--- config.mk ---
export PLATFORM = sky130hd
export DESIGN_NAME = debug_probe_scanner_flat
export DESIGN_NICKNAME = d
export VERILOG_FILES = /design/src/rtl/debug_probe_scanner_if.sv /design/src/rtl/debug_probe_scanner.sv /design/src/flat_wrapper.sv
export SDC_FILE = /design/constraint.sdc
export NUM_CORES = 1
export LEC_CHECK = 0
export CORE_ASPECT_RATIO = 1.75
export CORE_UTILIZATION = 40
export CTS_BUF_LIST = sky130_fd_sc_hd__clkbuf_2 sky130_fd_sc_hd__clkbuf_4 sky130_fd_sc_hd__clkbuf_8
export DETAILED_ROUTE_END_ITERATION = 8
export MAX_ROUTING_LAYER = met4
export PLACE_DENSITY = 0.67
export SYNTH_ARGS = -nofsm -noshare
export SYNTH_HDL_FRONTEND = slang
export SYNTH_SLANG_ARGS = --single-unit
--- constraint.sdc ---
create_clock -name clk -period 5.9 [get_ports clk]
set_input_delay 0.59 -clock clk [delete_from_list [all_inputs] [get_ports clk]]
set_output_delay 0.59 -clock clk [all_outputs]
set_load 0.05 [all_outputs]
--- src/rtl/debug_probe_scanner_if.sv ---
// Bundles the scanner's host-facing and core-facing signals.
// Latency: none, wires only.
// Backpressure: none. start is a bare pulse; busy/done report progress.
//
// Port summary:
//   start, mode            host request (mode: 0 = SRAM, 1 = register file)
//   busy, done             scan progress back to the host
//   probe_sel              drives the core's SW select lines
//   pc_probe, data_probe   core GPIO_0 / GPIO_1 probe buses
//   tx                     UART 8N1 serial output, idle high
// Modports: slave = scanner side, master = host/core side.
interface debug_probe_scanner_if;
  logic        start;
  logic        mode;
  logic [9:0]  probe_sel;
  logic [31:0] pc_probe;
  logic [31:0] data_probe;
  logic        tx;
  logic        busy;
  logic        done;

  modport slave (
    input  start, mode, pc_probe, data_probe,
    output probe_sel, tx, busy, done
  );

  modport master (
    output start, mode, pc_probe, data_probe,
    input  probe_sel, tx, busy, done
  );
endinterface

--- src/rtl/debug_probe_scanner.sv ---
// Walks every core debug probe address, snapshots PC plus NUM_ENTRIES words, streams the frame over UART 8N1.
// Latency: NUM_ENTRIES*(SETTLE_CYCLES+1) cycles of scanning, then (10*CLKS_PER_BIT+1) cycles per frame byte.
// Backpressure: none. start is honoured only while idle; busy stays high from accepted start until done.
//
// Ports: clk, reset (async, active high) plus the slave side of debug_probe_scanner_if
// (start/mode in, probe_sel out, pc_probe/data_probe in, tx/busy/done out).
// Frame: A5, mode, pc_snap (4 bytes MSB first), each buffered word (4 bytes MSB first).
// Optional macro PROBE_SCAN_CHECKSUM_EN appends the XOR of every byte after the header.
module debug_probe_scanner #(
  parameter int SETTLE_CYCLES = 32,
  parameter int CLKS_PER_BIT  = 434,
  parameter int NUM_ENTRIES   = 32
) (
  input logic                  clk,
  input logic                  reset,
  debug_probe_scanner_if.slave bus
);

  localparam int IDX_W    = $clog2(NUM_ENTRIES);
  localparam int SETTLE_W = (SETTLE_CYCLES > 1) ? $clog2(SETTLE_CYCLES) : 1;
  localparam int BIT_W    = $clog2(CLKS_PER_BIT);

  localparam logic [SETTLE_W-1:0] SETTLE_LAST = SETTLE_W'(SETTLE_CYCLES - 1);
  localparam logic [BIT_W-1:0]    BIT_LAST    = BIT_W'(CLKS_PER_BIT - 1);
  localparam logic [IDX_W-1:0]    LAST_IDX    = IDX_W'(NUM_ENTRIES - 1);

`ifdef PROBE_SCAN_CHECKSUM_EN
  localparam logic [7:0] LAST_PTR = 8'(6 + 4 * NUM_ENTRIES);
`else
  localparam logic [7:0] LAST_PTR = 8'(5 + 4 * NUM_ENTRIES);
`endif

  localparam logic [2:0] IDLE    = 3'd0;
  localparam logic [2:0] SETTLE  = 3'd1;
  localparam logic [2:0] SAMPLE  = 3'd2;
  localparam logic [2:0] TX_LOAD = 3'd3;
  localparam logic [2:0] TX_BIT  = 3'd4;
  localparam logic [2:0] FINISH  = 3'd5;

  logic [2:0]          state;
  logic [IDX_W-1:0]    index;
  logic [SETTLE_W-1:0] settleCnt;
  logic [BIT_W-1:0]    bitTimer;
  logic [3:0]          bitCnt;
  logic [7:0]          bytePtr;
  logic [9:0]          shiftReg;
  logic                modeLat;
  logic [31:0]         pcSnap;
  logic [9:0]          probeSel;
  logic [31:0]         snapBuf [NUM_ENTRIES];
`ifdef PROBE_SCAN_CHECKSUM_EN
  logic [7:0]          csum;
`endif

  // SW layout seen by the core: bit 9 selects the probe source, low bits the address.
  function automatic logic [9:0] selFor(input logic m, input logic [IDX_W-1:0] idx);
    selFor = {m, 9'd0} | 10'(idx);
  endfunction

  function automatic logic [7:0] pickByte(input logic [31:0] w, input logic [1:0] s);
    case (s)
      2'd0:    pickByte = w[31:24];
      2'd1:    pickByte = w[23:16];
      2'd2:    pickByte = w[15:8];
      default: pickByte = w[7:0];
    endcase
  endfunction

  // Frame byte at bytePtr. PC starts at offset 2 and words at offset 6, so in both
  // regions the MSB-first byte lane is the low two pointer bits minus 2.
  logic [7:0]       frameByte;
  logic [1:0]       byteSel;
  logic [IDX_W-1:0] wordIdx;

  always_comb begin
    byteSel   = bytePtr[1:0] - 2'd2;
    wordIdx   = IDX_W'((bytePtr - 8'd6) >> 2);
    frameByte = 8'h00;
    if (bytePtr == 8'd0) begin
      frameByte = 8'hA5;
    end else if (bytePtr == 8'd1) begin
      frameByte = {7'd0, modeLat};
    end else if (bytePtr < 8'd6) begin
      frameByte = pickByte(pcSnap, byteSel);
`ifdef PROBE_SCAN_CHECKSUM_EN
    end else if (bytePtr == LAST_PTR) begin
      frameByte = csum;
`endif
    end else begin
      frameByte = pickByte(snapBuf[wordIdx], byteSel);
    end
  end

  always_ff @(posedge clk or posedge reset) begin
    if (reset) begin
      state     <= IDLE;
      index     <= '0;
      settleCnt <= '0;
      bitTimer  <= '0;
      bitCnt    <= '0;
      bytePtr   <= '0;
      shiftReg  <= '1;
      modeLat   <= 1'b0;
      pcSnap    <= '0;
      probeSel  <= '0;
`ifdef PROBE_SCAN_CHECKSUM_EN
      csum      <= '0;
`endif
    end else begin
      case (state)
        IDLE: begin
          if (bus.start) begin
            modeLat   <= bus.mode;
            index     <= '0;
            settleCnt <= '0;
            probeSel  <= selFor(bus.mode, '0);
            state     <= SETTLE;
          end
        end

        // Wait out at least one core slow-clock period so the probe bus reflects probeSel.
        SETTLE: begin
          if (settleCnt == SETTLE_LAST) begin
            settleCnt <= '0;
            state     <= SAMPLE;
          end else begin
            settleCnt <= settleCnt + 1'b1;
          end
        end

        SAMPLE: begin
          if (index == '0) begin
            pcSnap <= bus.pc_probe;
          end
          if (index == LAST_IDX) begin
            bytePtr <= '0;
`ifdef PROBE_SCAN_CHECKSUM_EN
            csum    <= '0;
`endif
            state   <= TX_LOAD;
          end else begin
            index    <= index + 1'b1;
            probeSel <= selFor(modeLat, index + 1'b1);
            state    <= SETTLE;
          end
        end

        // One idle-high cycle between bytes while the next byte is framed.
        TX_LOAD: begin
          shiftReg <= {1'b1, frameByte, 1'b0};
          bitTimer <= '0;
          bitCnt   <= '0;
`ifdef PROBE_SCAN_CHECKSUM_EN
          // Header excluded; the checksum byte folding into itself is harmless, nothing follows it.
          if (bytePtr != 8'd0) begin
            csum <= csum ^ frameByte;
          end
`endif
          state    <= TX_BIT;
        end

        TX_BIT: begin
          if (bitTimer == BIT_LAST) begin
            bitTimer <= '0;
            if (bitCnt == 4'd9) begin
              if (bytePtr == LAST_PTR) begin
                probeSel <= '0;
                state    <= FINISH;
              end else begin
                bytePtr <= bytePtr + 8'd1;
                state   <= TX_LOAD;
              end
            end else begin
              bitCnt   <= bitCnt + 4'd1;
              shiftReg <= {1'b1, shiftReg[9:1]};
            end
          end else begin
            bitTimer <= bitTimer + 1'b1;
          end
        end

        FINISH: begin
          state <= IDLE;
        end

        default: begin
          state <= IDLE;
        end
      endcase
    end
  end

  // Snapshot storage carries no reset; only words written during the current scan are sent.
  always_ff @(posedge clk) begin
    if (state == SAMPLE) begin
      snapBuf[index] <= bus.data_probe;
    end
  end

  // Outputs decode straight from state so an asynchronous reset forces them at once.
  assign bus.tx        = (state == TX_BIT) ? shiftReg[0] : 1'b1;
  assign bus.busy      = (state != IDLE) && (state != FINISH);
  assign bus.done      = (state == FINISH);
  assign bus.probe_sel = probeSel;

endmodule

--- src/flat_wrapper.sv ---
// flat-port wrapper written by rule: the top's interface ports become plain ports
module debug_probe_scanner_flat 
#(
  parameter int SETTLE_CYCLES = 32,
  parameter int CLKS_PER_BIT  = 434,
  parameter int NUM_ENTRIES   = 32
)
  (clk, reset, bus_start, bus_mode, bus_pc_probe, bus_data_probe, bus_probe_sel, bus_tx, bus_busy, bus_done);
  debug_probe_scanner_if bus_i ();
  input logic clk;
  input logic reset;
  input wire logic [$bits(bus_i.start)-1:0] bus_start;
  input wire logic [$bits(bus_i.mode)-1:0] bus_mode;
  input wire logic [$bits(bus_i.pc_probe)-1:0] bus_pc_probe;
  input wire logic [$bits(bus_i.data_probe)-1:0] bus_data_probe;
  output wire logic [$bits(bus_i.probe_sel)-1:0] bus_probe_sel;
  output wire logic [$bits(bus_i.tx)-1:0] bus_tx;
  output wire logic [$bits(bus_i.busy)-1:0] bus_busy;
  output wire logic [$bits(bus_i.done)-1:0] bus_done;
  assign bus_i.start = bus_start;
  assign bus_i.mode = bus_mode;
  assign bus_i.pc_probe = bus_pc_probe;
  assign bus_i.data_probe = bus_data_probe;
  assign bus_probe_sel = bus_i.probe_sel;
  assign bus_tx = bus_i.tx;
  assign bus_busy = bus_i.busy;
  assign bus_done = bus_i.done;
  debug_probe_scanner #(.SETTLE_CYCLES(SETTLE_CYCLES), .CLKS_PER_BIT(CLKS_PER_BIT), .NUM_ENTRIES(NUM_ENTRIES)) u_core (.clk(clk), .reset(reset), .bus(bus_i));
endmodule
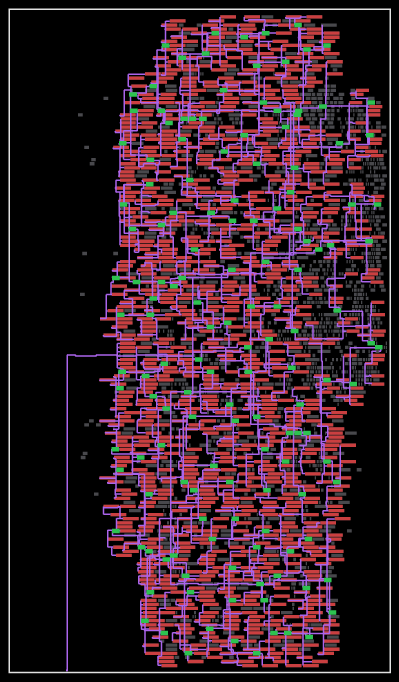
clock_wires.png
Scale: 1.5 px per micron.
Key: flip-flops = red [count 1106]; clock-net drivers = green [count 146]; clock wires = purple [length 12800 microns]
There are 147 routed clock nets.
clock insertion delay at the later pin of the skew report: 810 ps
clock power share: 0.395
clock network power: 5720 uW

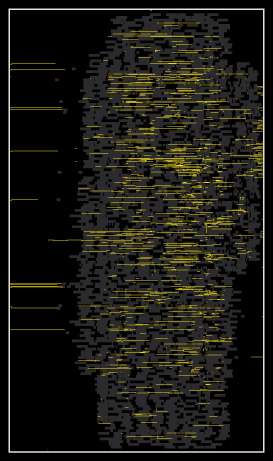
m3.png
Scale: 1 px per micron. Cells faint in the background.
375 nets have wire on it. The layer carries 9090 microns of wire. The layer holds 7.5% of the routed length. The longest straight run is 95.0 microns. The wires run mostly horizontal.
routed wire length: 122 mm
Via Count: 24400
met3 usage: 0.0422

==> flow_summary.yaml <==
# implementation run metrics
layout:
  signal_buffers: 167
  drive_gt1_frac: 0.237
  largest_reg_flops: 1024
  layout_top_cell: "edfxtp_1"
  final-nonclk-buf-share: 0.0302
  fin_util: 0.458
  clk_share: 0.0575
yosys:
  yosys.area.top_type: "edfxtp_1"
  ys_cells: 2343
  top_cell: "edfxtp_1"
clock_network:
  cts_setup_buffers: 0
  cts_tree: "built"
  clock-sinks: 1106
  postCtsResizedCells: 0
run_status:
  status: "finished, final reports clean"
place:
  dpl-instance-area_sq_mm: 0.0470
  portBuffers: 76
route:
  detail-route-antenna-nets: 0
final_timing:
  final.setup.worst_slack_ps: 1640
  rsz0062_at_grt: "no"
global_route:
  grt_pass1_wl_mm: 173
setup_path:
  arrival_ps: 4940
pwr:
  p_sw_uw: 3000
  ir_worst_vdd_mv: 0.175
worst max-delay path, delay by kind of cell, from the launching register on:
family	cells	cell delay, ps
compound gates	2	1130
fa+ha+maj	1	950
buf+inv	1	590
flops	1	530
mux	2	780
simple gates	1	70
kinds of logic (layout without fill, tap and decap cells):
kind of cell    after synthesis  count (layout)  share of synthesized area
other cells                   1              14                  0.0000851
buf+inv                     156             451                     0.0194
mux                         308             308                      0.138
xor+xnor                     17              17                    0.00431
simple gates                497             497                     0.0508
flops                      1106            1106                      0.744
compound gates              242             242                     0.0388
fa+ha+maj                    16              16                    0.00454
layer usage:
layer  wire [microns]  part of all wire  vias to the layer above
li1                 -                 -                     9865
met4             8580             0.071                        0
met5                0                 0                        -
met3             9090             0.075                      406
met2            62200              0.51                     1399
met1            41800              0.34                    12800
Power and IR drop assume default switching activity.
